--- src/rtl/rrd_sched_pkg.sv ---
// Shared types and constants for the register-read port scheduler.
package rrd_sched_pkg;

   localparam logic [1:0] RT_FIX     = 2'd0;
   localparam int         STARVE_W   = 3;
   localparam int         PREG_W_DEF = 7;
   localparam int         BR_W_DEF   = 16;
   localparam int         PORTS_DEF  = 4;
   localparam int         PIDX_W     = $clog2(PORTS_DEF);

   typedef logic [PIDX_W-1:0] port_idx_t;

   typedef struct packed {
      logic                  valid;
      logic [PREG_W_DEF-1:0] prs1;
      logic [PREG_W_DEF-1:0] prs2;
      logic                  rs1_used;
      logic                  rs2_used;
      logic [BR_W_DEF-1:0]   br_mask;
   } rrd_req_t;

   // Number of integer read ports a uop occupies.
   function automatic logic [1:0] need_of(input logic rs1_used, input logic rs2_used);
      return {1'b0, rs1_used} + {1'b0, rs2_used};
   endfunction

endpackage

--- src/rtl/rrd_port_alloc.sv ---
// Combinational priority allocator: urgent slots first, then the rest, each
// pass in ascending slot order, ports handed out lowest index first.
module rrd_port_alloc
   import rrd_sched_pkg::*;
#(
   parameter int NUM_SLOTS = 3,
   parameter int NUM_PORTS = 4,
   parameter int SIDX_W    = 2
)(
   input  logic [NUM_SLOTS-1:0]        active_i,
   input  logic [NUM_SLOTS-1:0]        urgent_i,
   input  logic [NUM_SLOTS*2-1:0]      need_i,
   input  logic [NUM_SLOTS-1:0]        rs1_used_i,
   output logic [NUM_SLOTS-1:0]        gnt_o,
   output logic [NUM_SLOTS*PIDX_W-1:0] rs1_port_o,
   output logic [NUM_SLOTS*PIDX_W-1:0] rs2_port_o,
   output logic [NUM_PORTS-1:0]        port_used_o,
   output logic [NUM_PORTS*SIDX_W-1:0] port_slot_o,
   output logic [NUM_PORTS-1:0]        port_rs2_o
);

   int nxt;
   int nd;

   // NOTE: every output gets a default first so no path leaves a latch.
   always_comb begin
      gnt_o       = '0;
      rs1_port_o  = '0;
      rs2_port_o  = '0;
      port_used_o = '0;
      port_slot_o = '0;
      port_rs2_o  = '0;
      nxt         = 0;
      nd          = 0;
      for (int pass = 0; pass < 2; pass++) begin
         for (int s = 0; s < NUM_SLOTS; s++) begin
            nd = int'(need_i[s*2 +: 2]);
            if (active_i[s] && (urgent_i[s] == (pass == 0)) && (nxt + nd <= NUM_PORTS)) begin
               gnt_o[s] = 1'b1;
               if (rs1_used_i[s]) begin
                  rs1_port_o[s*PIDX_W +: PIDX_W] = PIDX_W'(nxt);
                  port_used_o[nxt]               = 1'b1;
                  port_slot_o[nxt*SIDX_W +: SIDX_W] = SIDX_W'(s);
                  nxt++;
               end
               if (nd > int'(rs1_used_i[s])) begin
                  rs2_port_o[s*PIDX_W +: PIDX_W] = PIDX_W'(nxt);
                  port_used_o[nxt]               = 1'b1;
                  port_rs2_o[nxt]                = 1'b1;
                  port_slot_o[nxt*SIDX_W +: SIDX_W] = SIDX_W'(s);
                  nxt++;
               end
            end
         end
      end
   end

endmodule

--- src/rtl/rrd_read_port_sched.sv ---
// Register-read stage scheduler sharing integer RF read ports among issue slots.
// Optional RRD_PERF_COUNTERS_EN adds conflict-cycle and urgent-grant counters.
module rrd_read_port_sched
   import rrd_sched_pkg::*;
#(
   parameter int NUM_SLOTS    = 3,
   parameter int NUM_PORTS    = PORTS_DEF,
   parameter int PREG_W       = PREG_W_DEF,
   parameter int BR_W         = BR_W_DEF,
   parameter int STARVE_LIMIT = 3
)(
   input  logic                        clock,
   input  logic                        reset,
   input  logic [NUM_SLOTS-1:0]        req_valid,
   input  logic [NUM_SLOTS*PREG_W-1:0] req_prs1,
   input  logic [NUM_SLOTS*PREG_W-1:0] req_prs2,
   input  logic [NUM_SLOTS-1:0]        req_rs1_used,
   input  logic [NUM_SLOTS-1:0]        req_rs2_used,
   input  logic [NUM_SLOTS*BR_W-1:0]   req_br_mask,
   input  logic [BR_W-1:0]             brupdate_resolve_mask,
   input  logic [BR_W-1:0]             brupdate_mispredict_mask,
   input  logic                        stall,
   output logic [NUM_SLOTS-1:0]        req_gnt,
   output logic [NUM_PORTS*PREG_W-1:0] rf_raddr,
   output logic [NUM_PORTS-1:0]        rf_ren,
   output logic [NUM_SLOTS-1:0]        rrd_valid,
   output logic [NUM_SLOTS*BR_W-1:0]   rrd_br_mask,
   output logic [NUM_SLOTS*PIDX_W-1:0] rrd_rs1_port,
   output logic [NUM_SLOTS*PIDX_W-1:0] rrd_rs2_port
`ifdef RRD_PERF_COUNTERS_EN
   ,
   output logic [31:0]                 perf_conflict_cycles,
   output logic [15:0]                 perf_urgent_grants
`endif
);

   localparam int                  SIDX_W = $clog2(NUM_SLOTS);
   localparam logic [STARVE_W-1:0] LIMIT  = STARVE_W'(STARVE_LIMIT);

   rrd_req_t                    req [NUM_SLOTS];
   logic [STARVE_W-1:0]         starve_q [NUM_SLOTS];
   logic [STARVE_W-1:0]         starve_d [NUM_SLOTS];
   logic [NUM_SLOTS-1:0]        killed, live, active, urgent, gnt, rs1_used_v;
   logic [NUM_SLOTS*2-1:0]      need;
   logic [NUM_SLOTS*PIDX_W-1:0] alloc_rs1_port, alloc_rs2_port;
   logic [NUM_PORTS-1:0]        port_used, port_rs2;
   logic [NUM_PORTS*SIDX_W-1:0] port_slot;

   logic [NUM_SLOTS-1:0]        rrd_valid_q, rrd_valid_d;
   logic [NUM_SLOTS*BR_W-1:0]   rrd_br_mask_q, rrd_br_mask_d;
   logic [NUM_SLOTS*PIDX_W-1:0] rrd_rs1_port_q, rrd_rs1_port_d;
   logic [NUM_SLOTS*PIDX_W-1:0] rrd_rs2_port_q, rrd_rs2_port_d;

   always_comb begin
      for (int s = 0; s < NUM_SLOTS; s++) begin
         req[s] = '{valid:    req_valid[s],
                    prs1:     req_prs1[s*PREG_W +: PREG_W],
                    prs2:     req_prs2[s*PREG_W +: PREG_W],
                    rs1_used: req_rs1_used[s],
                    rs2_used: req_rs2_used[s],
                    br_mask:  req_br_mask[s*BR_W +: BR_W]};
         killed[s]       = |(req[s].br_mask & brupdate_mispredict_mask);
         live[s]         = req[s].valid & ~killed[s];
         urgent[s]       = (starve_q[s] == LIMIT);
         need[s*2 +: 2]  = need_of(req[s].rs1_used, req[s].rs2_used);
         rs1_used_v[s]   = req[s].rs1_used;
      end
   end

   // Reset and stall both gate the grant path at its source.
   assign active = live & {NUM_SLOTS{reset & ~stall}};

   rrd_port_alloc #(
      .NUM_SLOTS (NUM_SLOTS),
      .NUM_PORTS (NUM_PORTS),
      .SIDX_W    (SIDX_W)
   ) u_alloc (
      .active_i    (active),
      .urgent_i    (urgent),
      .need_i      (need),
      .rs1_used_i  (rs1_used_v),
      .gnt_o       (gnt),
      .rs1_port_o  (alloc_rs1_port),
      .rs2_port_o  (alloc_rs2_port),
      .port_used_o (port_used),
      .port_slot_o (port_slot),
      .port_rs2_o  (port_rs2)
   );

   always_comb begin
      rf_raddr = '0;
      for (int p = 0; p < NUM_PORTS; p++) begin
         if (port_used[p]) begin
            rf_raddr[p*PREG_W +: PREG_W] = port_rs2[p] ? req[port_slot[p*SIDX_W +: SIDX_W]].prs2
                                                       : req[port_slot[p*SIDX_W +: SIDX_W]].prs1;
         end
      end
   end

   assign req_gnt = gnt;
   assign rf_ren  = port_used;

   always_comb begin
      rrd_valid_d    = rrd_valid_q;
      rrd_br_mask_d  = rrd_br_mask_q;
      rrd_rs1_port_d = rrd_rs1_port_q;
      rrd_rs2_port_d = rrd_rs2_port_q;
      starve_d       = starve_q;
      if (stall) begin
         // Frozen stage still tracks branch outcomes; mispredict beats resolve.
         for (int s = 0; s < NUM_SLOTS; s++) begin
            if (|(rrd_br_mask_q[s*BR_W +: BR_W] & brupdate_mispredict_mask))
               rrd_valid_d[s] = 1'b0;
            rrd_br_mask_d[s*BR_W +: BR_W] = rrd_br_mask_q[s*BR_W +: BR_W] & ~brupdate_resolve_mask;
         end
      end else begin
         rrd_valid_d    = gnt;
         rrd_rs1_port_d = alloc_rs1_port;
         rrd_rs2_port_d = alloc_rs2_port;
         for (int s = 0; s < NUM_SLOTS; s++) begin
            rrd_br_mask_d[s*BR_W +: BR_W] = gnt[s] ? (req[s].br_mask & ~brupdate_resolve_mask) : '0;
            if (!live[s] || gnt[s])
               starve_d[s] = '0;
            else if (starve_q[s] != LIMIT)
               starve_d[s] = STARVE_W'(starve_q[s] + 1);
         end
      end
   end

   // NOTE: sequential state uses non-blocking assignments only, so every
   // register samples the pre-edge values regardless of block ordering.
   always_ff @(posedge clock or negedge reset) begin
      if (!reset) begin
         rrd_valid_q    <= '0;
         rrd_br_mask_q  <= '0;
         rrd_rs1_port_q <= '0;
         rrd_rs2_port_q <= '0;
         // NOTE: the counter array is a handful of flops, not a RAM, so it is
         // reset element by element like any other register.
         for (int s = 0; s < NUM_SLOTS; s++) starve_q[s] <= '0;
      end else begin
         rrd_valid_q    <= rrd_valid_d;
         rrd_br_mask_q  <= rrd_br_mask_d;
         rrd_rs1_port_q <= rrd_rs1_port_d;
         rrd_rs2_port_q <= rrd_rs2_port_d;
         for (int s = 0; s < NUM_SLOTS; s++) starve_q[s] <= starve_d[s];
      end
   end

   assign rrd_valid    = rrd_valid_q;
   assign rrd_br_mask  = rrd_br_mask_q;
   assign rrd_rs1_port = rrd_rs1_port_q;
   assign rrd_rs2_port = rrd_rs2_port_q;

`ifdef RRD_PERF_COUNTERS_EN
   logic [31:0] conflict_q;
   logic [15:0] urgent_q;
   logic [16:0] urgent_sum;

   always_comb begin
      urgent_sum = {1'b0, urgent_q};
      for (int s = 0; s < NUM_SLOTS; s++)
         if (gnt[s] && urgent[s]) urgent_sum = urgent_sum + 17'd1;
   end

   always_ff @(posedge clock or negedge reset) begin
      if (!reset) begin
         conflict_q <= '0;
         urgent_q   <= '0;
      end else begin
         if (!stall && |(live & ~gnt) && conflict_q != '1)
            conflict_q <= conflict_q + 32'd1;
         urgent_q <= urgent_sum[16] ? '1 : urgent_sum[15:0];
      end
   end

   assign perf_conflict_cycles = conflict_q;
   assign perf_urgent_grants   = urgent_q;
`endif

endmodule

--- config.mk ---
export PLATFORM = sky130hd
export DESIGN_NAME = rrd_read_port_sched
export DESIGN_NICKNAME = d
export VERILOG_FILES = /design/src/rtl/rrd_sched_pkg.sv /design/src/rtl/rrd_port_alloc.sv /design/src/rtl/rrd_read_port_sched.sv
export SDC_FILE = /design/constraint.sdc
export NUM_CORES = 1
export LEC_CHECK = 0
export CORE_UTILIZATION = 39
export CTS_CLUSTER_SIZE = 8
export DETAILED_ROUTE_END_ITERATION = 10
export PLACE_DENSITY_LB_ADDON = 0.2
export RECOVER_POWER = 100
export SETUP_SLACK_MARGIN = 0.4
export SYNTH_ARGS = -nofsm -noshare
export SYNTH_HDL_FRONTEND = slang
export SYNTH_SLANG_ARGS = --single-unit
--- constraint.sdc ---
create_clock -name clock -period 46.8 [get_ports clock]
set_clock_uncertainty 0.15 [all_clocks]
set_input_delay 9.36 -clock clock [delete_from_list [all_inputs] [get_ports clock]]
set_output_delay 9.36 -clock clock [all_outputs]
set_load 0.02 [all_outputs]
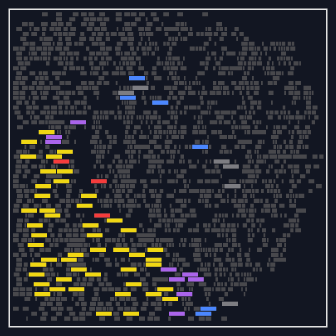
*Sequential cells grouped by signal name*
Other sequential cells in the stronger gray, the rest of the logic in the fainter gray.
yellow -> rrd_br_mask  # placed flops 48
blue -> rrd_rs2_port  # placed flops 6
purple -> starve_q  # placed flops 9
red -> rrd_valid  # placed flops 3
not colored = 6
sequential standard cell area: 0.00180 sq mm
Seq power: 0.0623 mW

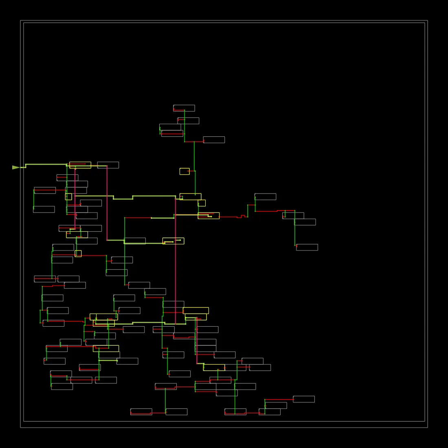
*Clock routing*
Num CTS Buffers: 9
clock buffers: 9
flop count: 72

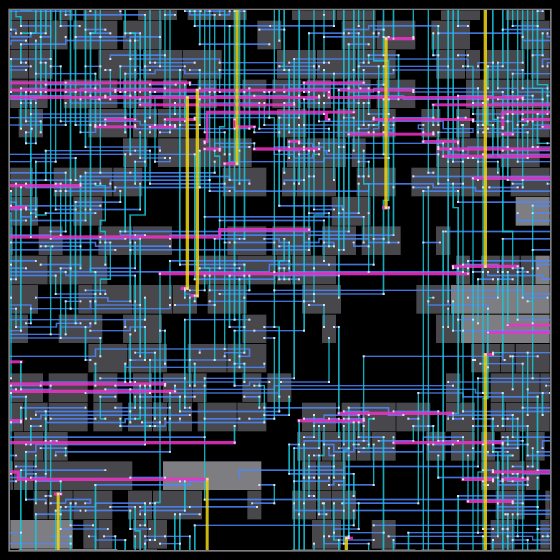
*Zoomed window*
Window x 19 to 69, y 106 to 156 microns. Cells in gray, sequential cells in the stronger gray; small squares are vias.
cyan -> M2
yellow -> M4
magenta -> M3
blue -> M1
most frequent = mux2i_1 (39), nand2_1 (15), o21a_1 (10)
cells with their middle in the window = 176
sequential cells in the window = 4

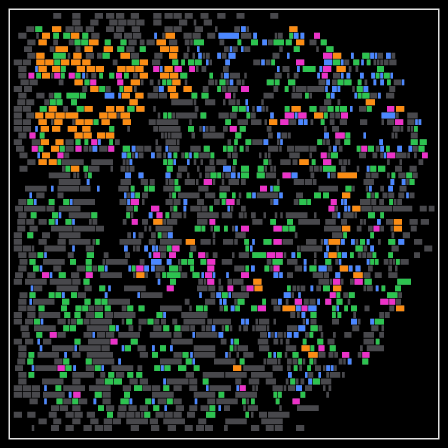
*Selected gate families*
blue -> nor cells  # cells 251, where all over the die
orange -> mux cells  # cells 110
magenta -> non-inverting ao/oa cells  # cells 86
green -> aoi and oai cells  # cells 362, where all over the die
logic share of the area: 63.5%
Layout Cells excl Fill: 2111
dominant logic cell type in the layout: nand2_1

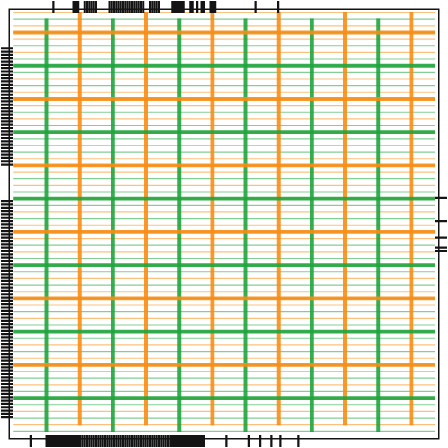
*Floorplan with the power grid*
Pins as bars on the die edge.
orange -> VDD
green -> VSS
signal pins = 232
rows = 63
met5 straps = 12
core area: 0.0296 sq mm
Die W: 175 microns
VDD IR max: 0.0000176 V
Die Y: 175 microns

==> reports/qor.txt <==
Status: finished with violations
Failing checks: max-capacitance violations, max-slew violations
Final Hold Vio Count: 0
Fin crit share: 81.4%
Fillers: 2981
Cell mode on critical path: fa_1
# Post-CTS Setup Buffers: 0
Max Buffers Root-to-Sink: 2
Slowest-stage cell, CP: a2111oi_0
Arrival @ worst endpoint: 28.56 ns
Top cells, area: dfrtp_1, ha_1, mux2i_1, a22oi_1, nand2_1
Comb gates: 1315
Finished Cell Area: 0.0145 sq mm
# setup viols final: 0
Initial antenna violation count: 0
Non-clk buf share: 16.7%
RSZ-0062 raised after global routing: false
Critical path depth: 49
Pwr Total: 0.193 mW
Crit. End Element: output pin
Slowest cell delay on critical path: 1.58 ns
Drt drc: 0
R2r startpoint: starve_q[6]
Root Driver: clkbuf_16
Most numerous cell in the Yosys netlist: nand2_1
Grt peak-use layer: met2
Yosys aoi share: 29.0%
Vias in the first global route: 13018
Tap cells: 390
Minimum clock period: 38.07 ns
TritonCTS clock tree: done
Max FO, Critical Path: 33
Critical path's top delay family: simple AND/OR/NAND/NOR gates
Dominant kind of combinational cell: AND-OR/OR-AND gates
Final HPWL DP: 41200 microns
Tool warnings: 62
DRT met1 WL: 22100 microns
Slew HR: -71.9%
Avg Vias per Cell: 6.55
Post-Syn Area: 0.0117 sq mm
H-Tree Depth: 3
Logic area: 0.00924 sq mm
Clk ins delay skew pair: 0.35 ns
GRT overflow: 0
FFs w/ async S/R, synth: 100%
Share of cells above drive strength 1: 6.33%
Hold path endpoint: starve_q[4]
Crit path DRT: 37.29 ns
Top_reg_cell synth: dfrtp_1
Clock-pin slew on the worst setup and hold paths: 0.07 ns
YS chip area: 0.0117 sq mm
Drt total wl: 52400 microns
Most common logic cells in the final layout: nand2_1, nor2_1, clkdlybuf4s50_1, dlygate4sd3_1, a22oi_1
Post-Place Setup Slack: 12.11 ns
Seq share, synth: 15.4%
M3 GR Usage: 5.16%
Synth unique cells: 116
CP startpoint: reset
Post-CTS Hold Buffers: 0
Post-layout util: 49.2%
#FFs+latches synth: 72
Fp util: 39.5%
Crit path buffers/inverters: 6
Worst setup path endpoint: rf_raddr[6]
Top routing layer used: met4
Final WS setup: 8.73 ns
Setup tns final: 0 ns
Initial DRC Count: 1731
Startpoint types: primary input
Critical path class: in -> out
Final hold slack: 0.341 ns
Non-CTS buffers: 251
Xor+xnor area frac: 4.16%
DR WL met2: 23600 microns
WL met3: 4740 microns
Synth top cells by count: nand2_1, nor2_1, a22oi_1
Area-dominant class: logic gates
Capture point of the worst reg-to-reg path: rrd_rs2_port[4]
PortBufs: 231
# diodes: 0
Io pins: 232
Dominant cell area share: 15.4%
Cells after Synth: 1510
Sequential share of cell area: 12.4%
# rows: 63
Worst-margin pin slew: 2.56 ns
Largest net degree at the start of global routing: 71
Final GP Congestion: 0.983
Post-route antenna net violation count: 0
Simple share: 27.3%
Cell type with the largest total area: dfrtp_1
Adder-cell area share of the yosys netlist: 9.31%
Pwr dens: 13.3 mW/mm^2
Max cap viols: 7
Avg Inst Size Synth: 7.74 sq um
Area fraction in mux cells: 9.94%
Fin. max-slew vios: 146
Worst reg2reg path depth: 45
Clock buffers and inverters, area share: 2.25%
Nets: 1934
P&R area growth vs syn: 24.4%
Leak: 5.93 nW
==> power breakdown <==
| group | switching [mW] | leakage (nW) | internal (mW) |
|---|---|---|---|
| logic | 0.0308 | 4.77 | 0.0217 |
| clock network | 0.0311 | 0.150 | 0.0473 |
| registers | 0.0000530 | 1.01 | 0.0623 |
==> worst reg2reg max path, delay by kind of cell, from the launching register on <==
kind / cells / cell delay, ns
buf+inv: 4 / 0.79
flops: 1 / 0.37
mux: 2 / 0.95
simple gates: 14 / 3.47
xor+xnor: 3 / 1.15
compound gates: 11 / 4.72
fa+ha+maj: 11 / 3.88
==> sequential cells by signal (all words and copies together), names as in the netlist <==
register / count
rrd_rs1_port: 6
rrd_rs2_port: 6
rrd_br_mask: 48
starve_q: 9
rrd_valid: 3
Power and IR drop assume default switching activity.
